`src/rtl/phase_fifo_drain_arbiter_pkg.sv`:
```
// ============================================================================
// Module : phase_pkg
// Brief  : Shared types and the rotate-priority helper for the drain arbiter.
// Rev    : 1.0  initial release
// ============================================================================
`default_nettype none

package phase_pkg;

  localparam int WORD_COUNT_W = 16;
  localparam int RR_MAX_CH    = 16;
  localparam int RR_IDX_W     = 4;

  typedef enum logic [1:0] {
    IDLE = 2'd0,
    READ = 2'd1,
    CAPT = 2'd2,
    SEND = 2'd3
  } arb_state_t;

  typedef struct packed {
    logic                found;
    logic [RR_IDX_W-1:0] idx;
  } rr_pick_t;

  // First set bit of mask at or above ptr, wrapping at n; ptr must be < n.
  function automatic rr_pick_t rr_pick(
    input logic [RR_MAX_CH-1:0] mask,
    input logic [RR_IDX_W-1:0]  ptr,
    input int                   n
  );
    rr_pick_t r;
    int       c;
    r = '0;
    for (int i = 0; i < RR_MAX_CH; i++) begin
      c = int'(ptr) + i;
      if (c >= n) c = c - n;
      if (!r.found && (i < n) && mask[c[RR_IDX_W-1:0]]) begin
        r.found = 1'b1;
        r.idx   = c[RR_IDX_W-1:0];
      end
    end
    return r;
  endfunction

endpackage

`default_nettype wire

```
`src/rtl/phase_fifo_drain_arbiter_rr_priority_pick.sv`:
```
// ============================================================================
// Module : rr_priority_pick
// Brief  : Combinational rotate-priority encoder (mask, ptr -> idx, found).
// Rev    : 1.0  initial release
// ============================================================================
`default_nettype none

module rr_priority_pick
  import phase_pkg::*;
#(
  parameter int NUM_CH = 4,
  parameter int IDX_W  = $clog2(NUM_CH)
) (
  input  logic [NUM_CH-1:0] i_mask,
  input  logic [IDX_W-1:0]  i_ptr,
  output logic [IDX_W-1:0]  o_idx,
  output logic              o_found
);

  rr_pick_t w_pick;

  always_comb begin
    w_pick  = rr_pick(RR_MAX_CH'(i_mask), RR_IDX_W'(i_ptr), NUM_CH);
    o_idx   = w_pick.idx[IDX_W-1:0];
    o_found = w_pick.found;
  end

endmodule

`default_nettype wire

```
`src/rtl/phase_fifo_drain_arbiter.sv`:
```
// ============================================================================
// Module : phase_fifo_drain_arbiter
// Brief  : Round-robin burst-limited reader of NUM_CH phase-tag FIFOs onto
//          one {channel, tag} valid/ready stream.
// Rev    : 1.0  initial release
// ============================================================================
`default_nettype none

module phase_fifo_drain_arbiter
  import phase_pkg::*;
#(
  parameter  int NUM_CH     = 4,
  parameter  int DATA_WIDTH = 8,
  parameter  int BURST_MAX  = 4,
  localparam int CH_W       = $clog2(NUM_CH)
) (
  input  logic                         RdClk,
  input  logic                         rst,
  input  logic                         i_enable,
  input  logic [NUM_CH-1:0]            i_fifo_empty,
  input  logic [NUM_CH*DATA_WIDTH-1:0] i_fifo_q,
  output logic [NUM_CH-1:0]            o_fifo_rd_en,
  output logic [CH_W+DATA_WIDTH-1:0]   o_out_data,
  output logic                         o_out_valid,
  input  logic                         i_out_ready,
  output logic [CH_W-1:0]              o_active_ch,
  output logic                         o_busy,
  output logic [WORD_COUNT_W-1:0]      o_word_count
);

  localparam int BW = $clog2(BURST_MAX + 1);

  arb_state_t                 r_state;
  arb_state_t                 w_state_nxt;
  logic [CH_W-1:0]            r_cur_ch;
  logic [CH_W-1:0]            r_active_ch;
  logic [CH_W-1:0]            r_rr_ptr;
  logic [BW-1:0]              r_burst_cnt;
  logic [CH_W+DATA_WIDTH-1:0] r_out_data;
  logic                       r_out_valid;
  logic                       r_busy;
  logic [WORD_COUNT_W-1:0]    r_word_count;

  logic [CH_W-1:0]            w_pick_idx;
  logic                       w_pick_found;
  logic                       w_grant;
  logic                       w_rd_ok;
  logic                       w_continue;
  logic [CH_W-1:0]            w_next_ptr;
  logic [DATA_WIDTH-1:0]      w_q_slice;
  logic [NUM_CH-1:0]          w_rd_en;

  rr_priority_pick #(
    .NUM_CH (NUM_CH),
    .IDX_W  (CH_W)
  ) u_pick (
    .i_mask  (~i_fifo_empty),
    .i_ptr   (r_rr_ptr),
    .o_idx   (w_pick_idx),
    .o_found (w_pick_found)
  );

  assign w_grant    = i_enable && w_pick_found;
  assign w_rd_ok    = ~i_fifo_empty[r_cur_ch];
  assign w_q_slice  = i_fifo_q[r_cur_ch * DATA_WIDTH +: DATA_WIDTH];
  assign w_continue = ((int'(r_burst_cnt) + 1) < BURST_MAX) && i_enable && w_rd_ok;
  // Explicit wrap keeps ids below NUM_CH when it is not a power of two.
  assign w_next_ptr = (r_cur_ch == CH_W'(NUM_CH - 1)) ? '0 : r_cur_ch + 1'b1;

  always_comb begin
    w_state_nxt = r_state;
    w_rd_en     = '0;
    case (r_state)
      IDLE: if (w_grant) w_state_nxt = READ;
      READ: begin
        if (w_rd_ok) begin
          w_rd_en[r_cur_ch] = 1'b1;
          w_state_nxt       = CAPT;
        end else begin
          w_state_nxt = IDLE;
        end
      end
      CAPT: w_state_nxt = SEND;
      SEND: if (i_out_ready) w_state_nxt = w_continue ? READ : IDLE;
      default: w_state_nxt = IDLE;
    endcase
  end

  always_ff @(posedge RdClk) begin
    if (rst) begin
      r_state      <= IDLE;
      r_cur_ch     <= '0;
      r_active_ch  <= '0;
      r_rr_ptr     <= '0;
      r_burst_cnt  <= '0;
      r_out_data   <= '0;
      r_out_valid  <= 1'b0;
      r_busy       <= 1'b0;
      r_word_count <= '0;
    end else begin
      r_state <= w_state_nxt;
      r_busy  <= (w_state_nxt != IDLE);
      case (r_state)
        IDLE: begin
          if (w_grant) begin
            r_cur_ch    <= w_pick_idx;
            r_active_ch <= w_pick_idx;
            r_burst_cnt <= '0;
          end
        end
        CAPT: begin
          r_out_data  <= {r_cur_ch, w_q_slice};
          r_out_valid <= 1'b1;
        end
        SEND: begin
          if (i_out_ready) begin
            r_out_valid <= 1'b0;
            r_burst_cnt <= r_burst_cnt + 1'b1;
            if (r_word_count != '1) r_word_count <= r_word_count + 1'b1;
            if (!w_continue) r_rr_ptr <= w_next_ptr;
          end
        end
        default: ;
      endcase
    end
  end

  assign o_fifo_rd_en = w_rd_en;
  assign o_out_data   = r_out_data;
  assign o_out_valid  = r_out_valid;
  assign o_active_ch  = r_active_ch;
  assign o_busy       = r_busy;
  assign o_word_count = r_word_count;

endmodule

`default_nettype wire

```
`config.mk`:
```
export PLATFORM = sky130hd
export DESIGN_NAME = phase_fifo_drain_arbiter
export DESIGN_NICKNAME = d
export VERILOG_FILES = /design/src/rtl/phase_fifo_drain_arbiter_pkg.sv /design/src/rtl/phase_fifo_drain_arbiter_rr_priority_pick.sv /design/src/rtl/phase_fifo_drain_arbiter.sv
export SDC_FILE = /design/constraint.sdc
export NUM_CORES = 1
export LEC_CHECK = 0
export ABC_AREA = 1
export CAP_MARGIN = 10
export CORE_ASPECT_RATIO = 1.2
export CORE_MARGIN = 8
export CORE_UTILIZATION = 45
export CTS_BUF_LIST = sky130_fd_sc_hd__clkbuf_2 sky130_fd_sc_hd__clkbuf_4 sky130_fd_sc_hd__clkbuf_8
export CTS_CLUSTER_DIAMETER = 60
export DETAILED_ROUTE_END_ITERATION = 10
export GPL_TIMING_DRIVEN = 0
export PLACE_DENSITY = 0.78
export SLEW_MARGIN = 20
export SYNTH_ARGS = -nofsm -noshare
export SYNTH_HDL_FRONTEND = slang
export SYNTH_SLANG_ARGS = --single-unit
```
`constraint.sdc`:
```
create_clock -name RdClk -period 5.18 [get_ports RdClk]
set_input_delay 1.036 -clock RdClk [delete_from_list [all_inputs] [get_ports RdClk]]
set_output_delay 1.036 -clock RdClk [all_outputs]
set_load 0.02 [all_outputs]
```
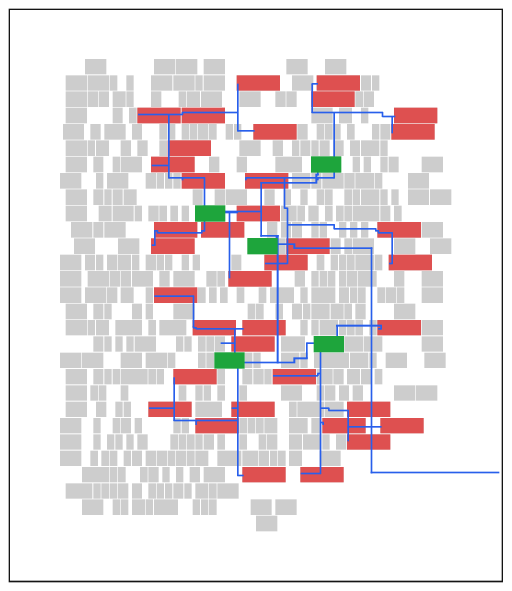
**Above:** run 1 (clock distribution).
(6 px per um)
Red marks flip-flops, count 37. Blue marks clock wires, length 471 um. Green marks clock drivers, count 5.
There are 6 routed clock nets.

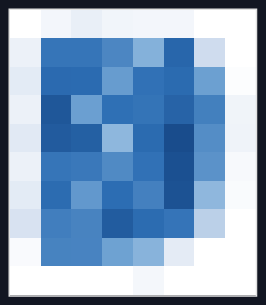
**Above:** run 1 (cell area per tile).
(3 px per um) The die is cut into 8 by 10 equal tiles; white is low, dark blue is high, 0 to 100% covered.
The fullest tile reaches 89%. The emptiest ninth of the die: bottom right. The densest ninth of the die: middle. 19% of the tiles are nearly empty.
post-layout utilization of the core: 62.9%
floorplan utilization: 45.6%
Core ar.: 5150 um2

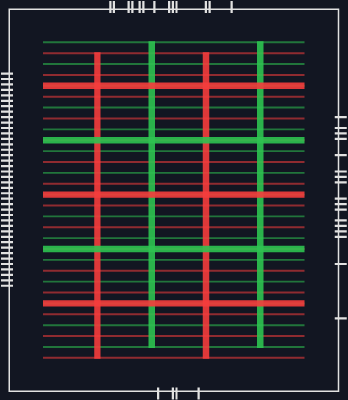
**Above:** run 1 (power grid).
(4 px per um) Pins as bars on the die edge.
Red marks VSS. Green marks VDD.
30 met1 rails follow the rows. The core has 29 rows. 5 straps on met5. 74 signal pins sit on the boundary.
Peak VDD IR: 0.103 mV
horizontal die dimension: 81.9 um
Die H: 95.1 um

==> impl_metrics.json, run 1 <==
{
  "outcome": "complete, no violations",
  "drt-met1-wl_um": 2630,
  "timing.slew.headroom_pct": 63.5,
  "synth_cell_types": 32,
  "comb_share_pct": 42.9,
  "ys_sh_aoi_pct": 15.8,
  "area_leaders": "sky130_fd_sc_hd__dfxtp_1 32%, sky130_fd_sc_hd__nand2_1 12%, sky130_fd_sc_hd__nor2_1 9.9%",
  "critical_path_buffers_and_inverters": 2,
  "warning_count": 30,
  "layout.sequential_cells": 37,
  "post-synth-top-area-fraction_pct": 31.6,
  "fin_worst_setup_slack_ns": 1.44,
  "cts_tree": "yes",
  "worst_path_dominant_cell_family": "buffers and inverters",
  "crit_path_max_fanout": 4,
  "hold_viol_final": 0,
  "critical_path.reg2reg.endpoint": "o_busy$_SDFF_PP0_",
  "post_synth_instance_area_um2": 2350,
  "timing.final.crit_period_ns": 3.74,
  "drt-initial-drc-count": 158,
  "synthesis.instances": 359,
  "well_tap_count": 62,
  "num-multi-input-gates": 271,
  "worst_r2r_path_depth": 11,
  "grt_first_pass_wirelength_um": 10400,
  "tcrit_tclk_final_pct": 72.1,
  "worstPathRequired_ns": 4.14,
  "edf_count": 0,
  "gr-usage-all-layers_pct": 16.7,
  "critical_path.reg2reg.startpoint": "r_rr_ptr[0]$_SDFFE_PP0P_"
}
## Run 2: what changed since run 1
Clock period 5.18 ns to 3.54 ns, I/O delays scaled along.
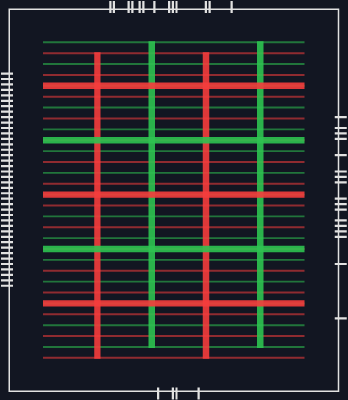
**Above:** run 2 (power grid).
(4 px per um) Pins as bars on the die edge.
Peak VDD IR: 0.150 mV

==> run 2 against run 1 <==
- global-route usage stayed put
- synthesized cell count stayed put
- clock skew stayed put
- cell count stayed put
- largest power group unchanged
==> impl_metrics.json, run 2 <==
{
  "num-multi-input-gates": 271,
  "synth.logic.top_family": "simple AND/OR/NAND/NOR gates",
  "tcrit_tclk_final_pct": 87.0,
  "fin_worst_setup_slack_ns": 0.459,
  "ys_sh_aoi_pct": 15.8,
  "critical_path_buffers_and_inverters": 2,
  "critical_path.reg2reg.startpoint": "r_rr_ptr[0]$_SDFFE_PP0P_",
  "warning_count": 30,
  "grt_util_met3_pct": 7.45,
  "post_synth_instance_area_um2": 2350,
  "timing.final.crit_period_ns": 3.08,
  "clock_buffers": 5,
  "grt_first_pass_wirelength_um": 10400,
  "synth_cell_types": 32,
  "die_x_um": 81.9,
  "post-synth-top-area-fraction_pct": 31.6,
  "gr-usage-all-layers_pct": 16.7,
  "cts_tree": "yes",
  "crit_path_top_delay_cell": "sky130_fd_sc_hd__clkdlybuf4s50_1",
  "share_of_power_burned_in_registers_pct": 45.2,
  "finalCoreUtilization_pct": 62.9,
  "outcome": "complete, no violations",
  "criticalPathCategory": "in2out",
  "well_tap_count": 62,
  "coreArea_um2": 5150,
  "drt-initial-drc-count": 158,
  "worstPathRequired_ns": 2.83,
  "edf_count": 0,
  "total_switching_power_w": 0.000307,
  "core_util_floorplan_pct": 45.6,
  "synthesis.instances": 359,
  "worst_path_dominant_cell_family": "buffers and inverters",
  "hold_viol_final": 0,
  "comb_share_pct": 42.9,
  "area_leaders": "sky130_fd_sc_hd__dfxtp_1 32%, sky130_fd_sc_hd__nand2_1 12%, sky130_fd_sc_hd__nor2_1 9.9%",
  "yosys-stat-cells": 359,
  "drt-met1-wl_um": 2630,
  "crit_path_max_fanout": 4,
  "worst_r2r_path_depth": 11
}
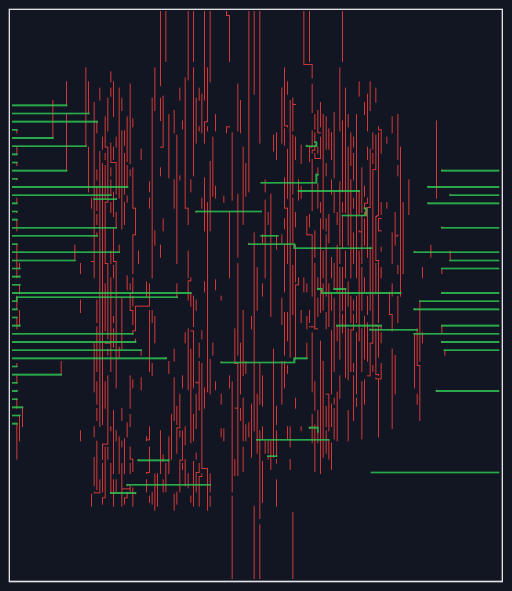
**Above:** run 2 (routed metal, one color a layer).
(6 px per um) Two of the layers only.
Red marks metal 2, wire length 3,010 um. Green marks metal 3, wire length 673 um.

Power is estimated from default activity; no workload was simulated.
